M4 wires:
Bar = 20 um. Supply wires on this layer in grey.
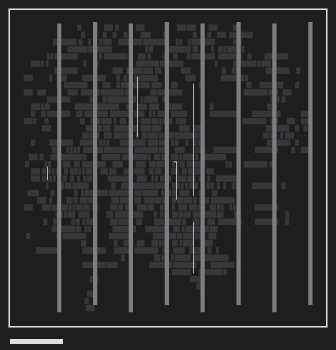
M1 wires:
Supply wires on this layer in grey.
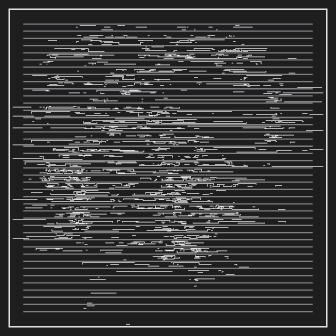
$ cat src/rtl/stack_unit_pkg.sv
// Shared definitions for the PUSH/POP/CALL/RET stack sequencer.
package stack_unit_pkg;

  typedef enum logic [1:0] {
    OP_PUSH = 2'b00,
    OP_POP  = 2'b01,
    OP_CALL = 2'b10,
    OP_RET  = 2'b11
  } op_e;

  typedef enum logic [2:0] {
    StIdle,
    StWrite,
    StRead,
    StRdWait,
    StSpwb,
    StDone,
    StErr
  } state_e;

  localparam logic [7:0] STACK_LIMIT_DEFAULT = 8'h80;
  localparam logic [7:0] SP_TOP_DEFAULT      = 8'hFF;
  localparam logic [1:0] SP_IDX_DEFAULT      = 2'b11;

  function automatic logic op_is_write(input op_e op);
    return (op == OP_PUSH) || (op == OP_CALL);
  endfunction

endpackage

$ cat src/rtl/stack_limit_chk.sv
// Overflow/underflow detection for a stack request against the current SP.
module stack_limit_chk
  import stack_unit_pkg::*;
#(
  parameter int unsigned       DATA_W      = 8,
  parameter logic [DATA_W-1:0] STACK_LIMIT = DATA_W'(STACK_LIMIT_DEFAULT),
  parameter logic [DATA_W-1:0] SP_TOP      = DATA_W'(SP_TOP_DEFAULT)
) (
  input  op_e               i_op,
  input  logic [DATA_W-1:0] i_sp,
  output logic              o_is_write,
  output logic              o_err
);

  assign o_is_write = op_is_write(i_op);
  // Full stack refuses writes; empty stack refuses reads.
  assign o_err      = o_is_write ? (i_sp == STACK_LIMIT) : (i_sp == SP_TOP);

endmodule

$ cat src/rtl/stack_unit.sv
// Stack sequencer: memory access for PUSH/POP/CALL/RET plus SP write-back via the RF port.
module stack_unit
  import stack_unit_pkg::*;
#(
  parameter int unsigned       DATA_W      = 8,
  parameter logic [DATA_W-1:0] STACK_LIMIT = DATA_W'(STACK_LIMIT_DEFAULT),
  parameter logic [DATA_W-1:0] SP_TOP      = DATA_W'(SP_TOP_DEFAULT),
  parameter logic [1:0]        SP_IDX      = SP_IDX_DEFAULT
) (
  input  logic              i_clk,
  input  logic              i_rst_n,
  input  logic              i_req_valid,
  output logic              o_req_ready,
  input  logic [1:0]        i_req_op,
  input  logic [DATA_W-1:0] i_req_data,
  input  logic [DATA_W-1:0] i_sp_in,
  output logic [DATA_W-1:0] o_mem_addr,
  output logic [DATA_W-1:0] o_mem_wdata,
  output logic              o_mem_we,
  output logic              o_mem_re,
  input  logic [DATA_W-1:0] i_mem_rdata,
  output logic              o_rf_wr_en,
  output logic [1:0]        o_rf_wr_addr,
  output logic [DATA_W-1:0] o_rf_wr_data,
  input  logic              i_rf_wr_gnt,
  output logic              o_rsp_valid,
  output logic [DATA_W-1:0] o_rsp_data,
  output logic              o_rsp_jump,
  output logic              o_rsp_err
);

  localparam logic [DATA_W-1:0] LP_ONE = DATA_W'(1);

  state_e            r_state;
  op_e               r_op;
  logic [DATA_W-1:0] r_sp;
  logic [DATA_W-1:0] r_new_sp;
  logic [DATA_W-1:0] r_rdata;

  logic w_is_write;
  logic w_limit_err;

  stack_limit_chk #(
    .DATA_W      (DATA_W),
    .STACK_LIMIT (STACK_LIMIT),
    .SP_TOP      (SP_TOP)
  ) u_limit_chk (
    .i_op       (op_e'(i_req_op)),
    .i_sp       (i_sp_in),
    .o_is_write (w_is_write),
    .o_err      (w_limit_err)
  );

  // Outputs are registered: each transition loads the outputs of the state being entered.
  always_ff @(posedge i_clk or negedge i_rst_n) begin
    if (!i_rst_n) begin
      r_state      <= StIdle;
      r_op         <= OP_PUSH;
      r_sp         <= '0;
      r_new_sp     <= '0;
      r_rdata      <= '0;
      o_req_ready  <= 1'b1;
      o_mem_addr   <= '0;
      o_mem_wdata  <= '0;
      o_mem_we     <= 1'b0;
      o_mem_re     <= 1'b0;
      o_rf_wr_en   <= 1'b0;
      o_rf_wr_addr <= '0;
      o_rf_wr_data <= '0;
      o_rsp_valid  <= 1'b0;
      o_rsp_data   <= '0;
      o_rsp_jump   <= 1'b0;
      o_rsp_err    <= 1'b0;
    end else begin
      o_req_ready  <= 1'b0;
      o_mem_addr   <= '0;
      o_mem_wdata  <= '0;
      o_mem_we     <= 1'b0;
      o_mem_re     <= 1'b0;
      o_rf_wr_en   <= 1'b0;
      o_rf_wr_addr <= '0;
      o_rf_wr_data <= '0;
      o_rsp_valid  <= 1'b0;
      o_rsp_data   <= '0;
      o_rsp_jump   <= 1'b0;
      o_rsp_err    <= 1'b0;
      unique case (r_state)
        StIdle: begin
          o_req_ready <= 1'b1;
          if (i_req_valid) begin
            r_op        <= op_e'(i_req_op);
            r_sp        <= i_sp_in;
            o_req_ready <= 1'b0;
            if (w_limit_err) begin
              r_state     <= StErr;
              o_rsp_valid <= 1'b1;
              o_rsp_err   <= 1'b1;
            end else if (w_is_write) begin
              r_state     <= StWrite;
              o_mem_we    <= 1'b1;
              o_mem_addr  <= i_sp_in;
              o_mem_wdata <= i_req_data;
            end else begin
              r_state    <= StRead;
              o_mem_re   <= 1'b1;
              o_mem_addr <= i_sp_in + LP_ONE;
            end
          end
        end
        StWrite: begin
          r_state      <= StSpwb;
          r_new_sp     <= r_sp - LP_ONE;
          o_rf_wr_en   <= 1'b1;
          o_rf_wr_addr <= SP_IDX;
          o_rf_wr_data <= r_sp - LP_ONE;
        end
        StRead: begin
          r_state  <= StRdWait;
          r_new_sp <= r_sp + LP_ONE;
        end
        StRdWait: begin
          r_state      <= StSpwb;
          r_rdata      <= i_mem_rdata;
          o_rf_wr_en   <= 1'b1;
          o_rf_wr_addr <= SP_IDX;
          o_rf_wr_data <= r_new_sp;
        end
        StSpwb: begin
          if (i_rf_wr_gnt) begin
            r_state     <= StDone;
            o_rsp_valid <= 1'b1;
            o_rsp_data  <= op_is_write(r_op) ? '0 : r_rdata;
            o_rsp_jump  <= (r_op == OP_RET);
          end else begin
            o_rf_wr_en   <= 1'b1;
            o_rf_wr_addr <= SP_IDX;
            o_rf_wr_data <= r_new_sp;
          end
        end
        StDone, StErr: begin
          r_state     <= StIdle;
          o_req_ready <= 1'b1;
        end
        default: begin
          r_state     <= StIdle;
          o_req_ready <= 1'b1;
        end
      endcase
    end
  end

endmodule
$ cat config.mk
export PLATFORM = sky130hd
export DESIGN_NAME = stack_unit
export DESIGN_NICKNAME = d
export VERILOG_FILES = /design/src/rtl/stack_unit_pkg.sv /design/src/rtl/stack_limit_chk.sv /design/src/rtl/stack_unit.sv
export SDC_FILE = /design/constraint.sdc
export NUM_CORES = 1
export LEC_CHECK = 0
export ABC_AREA = 1
export CAP_MARGIN = 20
export CORE_MARGIN = 5
export CORE_UTILIZATION = 25
export CTS_BUF_LIST = sky130_fd_sc_hd__clkbuf_2
export CTS_CLUSTER_SIZE = 16
export DETAILED_ROUTE_END_ITERATION = 12
export PLACE_DENSITY = 0.57
export REMOVE_ABC_BUFFERS = 1
export SYNTH_ARGS = -nofsm -noshare
export SYNTH_HDL_FRONTEND = slang
export SYNTH_SLANG_ARGS = --single-unit
$ cat constraint.sdc
create_clock -name i_clk -period 1.22 [get_ports i_clk]
set_input_delay 0.244 -clock i_clk [delete_from_list [all_inputs] [get_ports i_clk]]
set_output_delay 0.244 -clock i_clk [all_outputs]
set_load 0.005 [all_outputs]
==> results.sh <==
# implementation run metrics
export IMPL_rsz0062_at_grt="yes"
export IMPL_logic_area_sq_mm=0.00158
export IMPL_cts_max_path_buffers=2
export IMPL_netlist_instances=339
export IMPL_cp_max_fo=1
export IMPL_path_class="flop to primary output"
export IMPL_path_clk_slew_ns=0.23
export IMPL_drt_met1_wl_um=3720
export IMPL_fin_util=0.427
export IMPL_min_period_ns=1.42
export IMPL_place_congestion=0.790
export IMPL_layout_top_cell="dfrtp_1"
export IMPL_grt_use_met2=0.206
export IMPL_crit_chain="buf_6"
export IMPL_grtUsageMet3=0.0311
export IMPL_ys_sh_mux=0
export IMPL_cp_data_arrival_time_ns=1.18
export IMPL_drv_slew=0
export IMPL_drt_iter0_drc=84
export IMPL_cp_depth=1
export IMPL_top_logic_kind="simple AND/OR/NAND/NOR gates"
export IMPL_slew_headroom=0.805
export IMPL_cts_htree_levels=3
export IMPL_wl_per_cell_um=13.7
export IMPL_grt_pass1_vias=2833
export IMPL_grt_util_all_layers=0.121
export IMPL_whs_ns=0.131
export IMPL_hold_buffers=1
export IMPL_top_usage_layer="met2"
export IMPL_worstMarginPinSlew_ns=0.293
export IMPL_regArea_sq_mm=0.00171
export IMPL_row_count=40
export IMPL_yosys_warnings=0
export IMPL_pg_comb_mw=5.84
export IMPL_xor_share=0.0234
export IMPL_period_used=1.16
export IMPL_grt_overflow_total=0
export IMPL_power_top_group="combinational logic"
export IMPL_netlist_area_sq_mm=0.00300
export IMPL_cp_buffers_inverters=1
export IMPL_grt_pass1_wl_um=14000
export IMPL_finalNonFillerCells=635
export IMPL_p_sw_mw=4.30
export IMPL_gr_usage_met1=0.147
export IMPL_reg2reg_depth=9
export IMPL_fa_ha_area_frac=0.0125
export IMPL_hold_violations=0
export IMPL_crit_required_ns=0.98
export IMPL_yosysCellCount=339
export IMPL_netlist_cell_type_count=30
export IMPL_antenna_found_initial=0
export IMPL_ant_nets=0
export IMPL_p_int_mw=6.87
export IMPL_skew_ns=0.0270
export IMPL_leakagePower_nw=2.56
export IMPL_outcome="complete, but fails checks"
export IMPL_cts_made_buffers=9
export IMPL_violations="negative setup slack"
export IMPL_setup_tns_ns=-5.71
export IMPL_cts_tree="built"
export IMPL_start_kind="flop"
export IMPL_num_io_pins=71
export IMPL_swShare=0.385
export IMPL_highest_layer="met4"
export IMPL_die_area_sq_mm=0.0143
export IMPL_cts_sinks=68
export IMPL_ys_area_sq_mm=0.00300
export IMPL_first_pass_iters=4
export IMPL_dr_wl_met2_um=4490
export IMPL_powerSeq_mw=3.38
export IMPL_pwr_share_clk=0.175
export IMPL_final_nets=516
export IMPL_reg2reg_to="r_new_sp[4]"
export IMPL_syn_avg_cell_area_sq_um=8.85
export IMPL_hold_class="input port to async pin"
export IMPL_port_buffers=70
export IMPL_initial_core_util=0.252
export IMPL_power_mw=11.2
export IMPL_rr_startpoint="r_state[0]"
export IMPL_dp_cells=594
export IMPL_coreArea_sq_mm=0.0119
export IMPL_setup_violations=87
export IMPL_drc=0
export IMPL_grt_start_max_net_pins=27
export IMPL_setup_ws_ns=-0.200
export IMPL_fillCellCount=1164
export IMPL_die_h_um=120
export IMPL_ys_seq_frac=0.568
export IMPL_cts_resized=255
export IMPL_seqPwrFrac=0.303
export IMPL_r2r_slack_ns=-0.16
export IMPL_die_width_um=120
export IMPL_slowest_delay_ns=0.58
export IMPL_wl_met3_um=397
export IMPL_p_per_area_mw_per_mm2=2200
export IMPL_cts_root_buffer="clkbuf_2"
export IMPL_cpMaxStageDelayCell="dfstp_2"
export IMPL_crit_end="o_req_ready"
export IMPL_max_freq_ghz=0.704
export IMPL_dp_hpwl_um=5520
export IMPL_drive_above_1_share=0.518
export IMPL_via_per_inst=4.28
export IMPL_worstSetupEndpointType="primary output"
export IMPL_cts_setup_buffers=14
export IMPL_compound_area_frac=0.0822
export IMPL_p_clk_mw=1.96
export IMPL_tool_warnings=28
export IMPL_areaGrowthSynthToFinish_pct=69.7
export IMPL_crit_path_start="o_req_ready"
export IMPL_ys_ff=68
export IMPL_cp_top_family="flip-flops"
export IMPL_clock_latency_ns=0.49
export IMPL_cap_viol_max_count=0
export IMPL_p_comb_frac=0.522
export IMPL_n_antenna_cell=0
export IMPL_lay_top_cells="dfrtp_1 (64), nand2_1 (47), buf_4 (41)"
export IMPL_synthSimpleGateAreaFrac=0.226
export IMPL_peakVddDrop_uv=683
-- 'M4 wires' (at the start) --
The wires run mostly vertical. 5 nets have wire on it. The layer holds 1.2% of the routed length.
vias: 2718
Total Routed Length: 8700 um

-- 'M1 wires' (at the start) --
472 nets have wire on it. The layer holds 43% of the routed length. The wires run mostly horizontal. The longest straight run is 46.5 um. The layer carries 3720 um of wire.

## final cells by class
cell class | instances | area share
well taps | 147 | 0.0361
flip-flops and latches | 68 | 0.335
repair buffers | 140 | 0.239
clock buffers | 10 | 0.00983
clock inverters | 6 | 0.0268
inverters | 54 | 0.0425
multi-input cells | 210 | 0.310
## flip-flops by register name, summed over array words and instances (netlist names)
register,count
o_mem_addr,8
o_mem_re,1
o_mem_wdata,8
o_mem_we,1
o_req_ready,1
o_rf_wr_addr,1
o_rf_wr_data,8
o_rsp_data,8
o_rsp_err,1
o_rsp_jump,1
o_rsp_valid,1
r_new_sp,8
r_op,2
r_rdata,8
r_sp,8
r_state,3
## metrics by stage
step | area (sq um) | setup slack (ns)
after detailed placement | 4210 | -0.497
after floorplan | 2940 | -0.0645
after global placement | 4210 | -0.436
after global routing | 5090 | -0.299
after CTS | 4740 | -0.244
final | 5090 | -0.200
## cells in the mapped netlist
cell type  count  share of area
nand2_1       68          0.085
dfrtp_1       67           0.56
nor2_1        49          0.061
inv_1         47          0.059
nand3_1       18          0.030
a21oi_1       14          0.023
o21ai_0       12          0.020
o21ai_1       11          0.018
inv_2          7         0.0088
xor2_1         6          0.018
buf_2          4         0.0067
o22ai_1        4         0.0083
ha_1           3          0.013
nand2_2        3         0.0063
nor2_4         3          0.011
a31oi_1        2         0.0042
buf_4          2         0.0050
buf_6          2         0.0075
nand2_4        2         0.0075
nor2_2         2         0.0042
nor3_1         2         0.0033
o211ai_1       2         0.0050
xnor2_1        2         0.0058
a21oi_2        1         0.0029
clkbuf_1       1         0.0012
dfstp_2        1         0.0088
nand3_4        1         0.0058
nand4_1        1         0.0021
nand4_4        1         0.0071
nor3b_1        1         0.0025
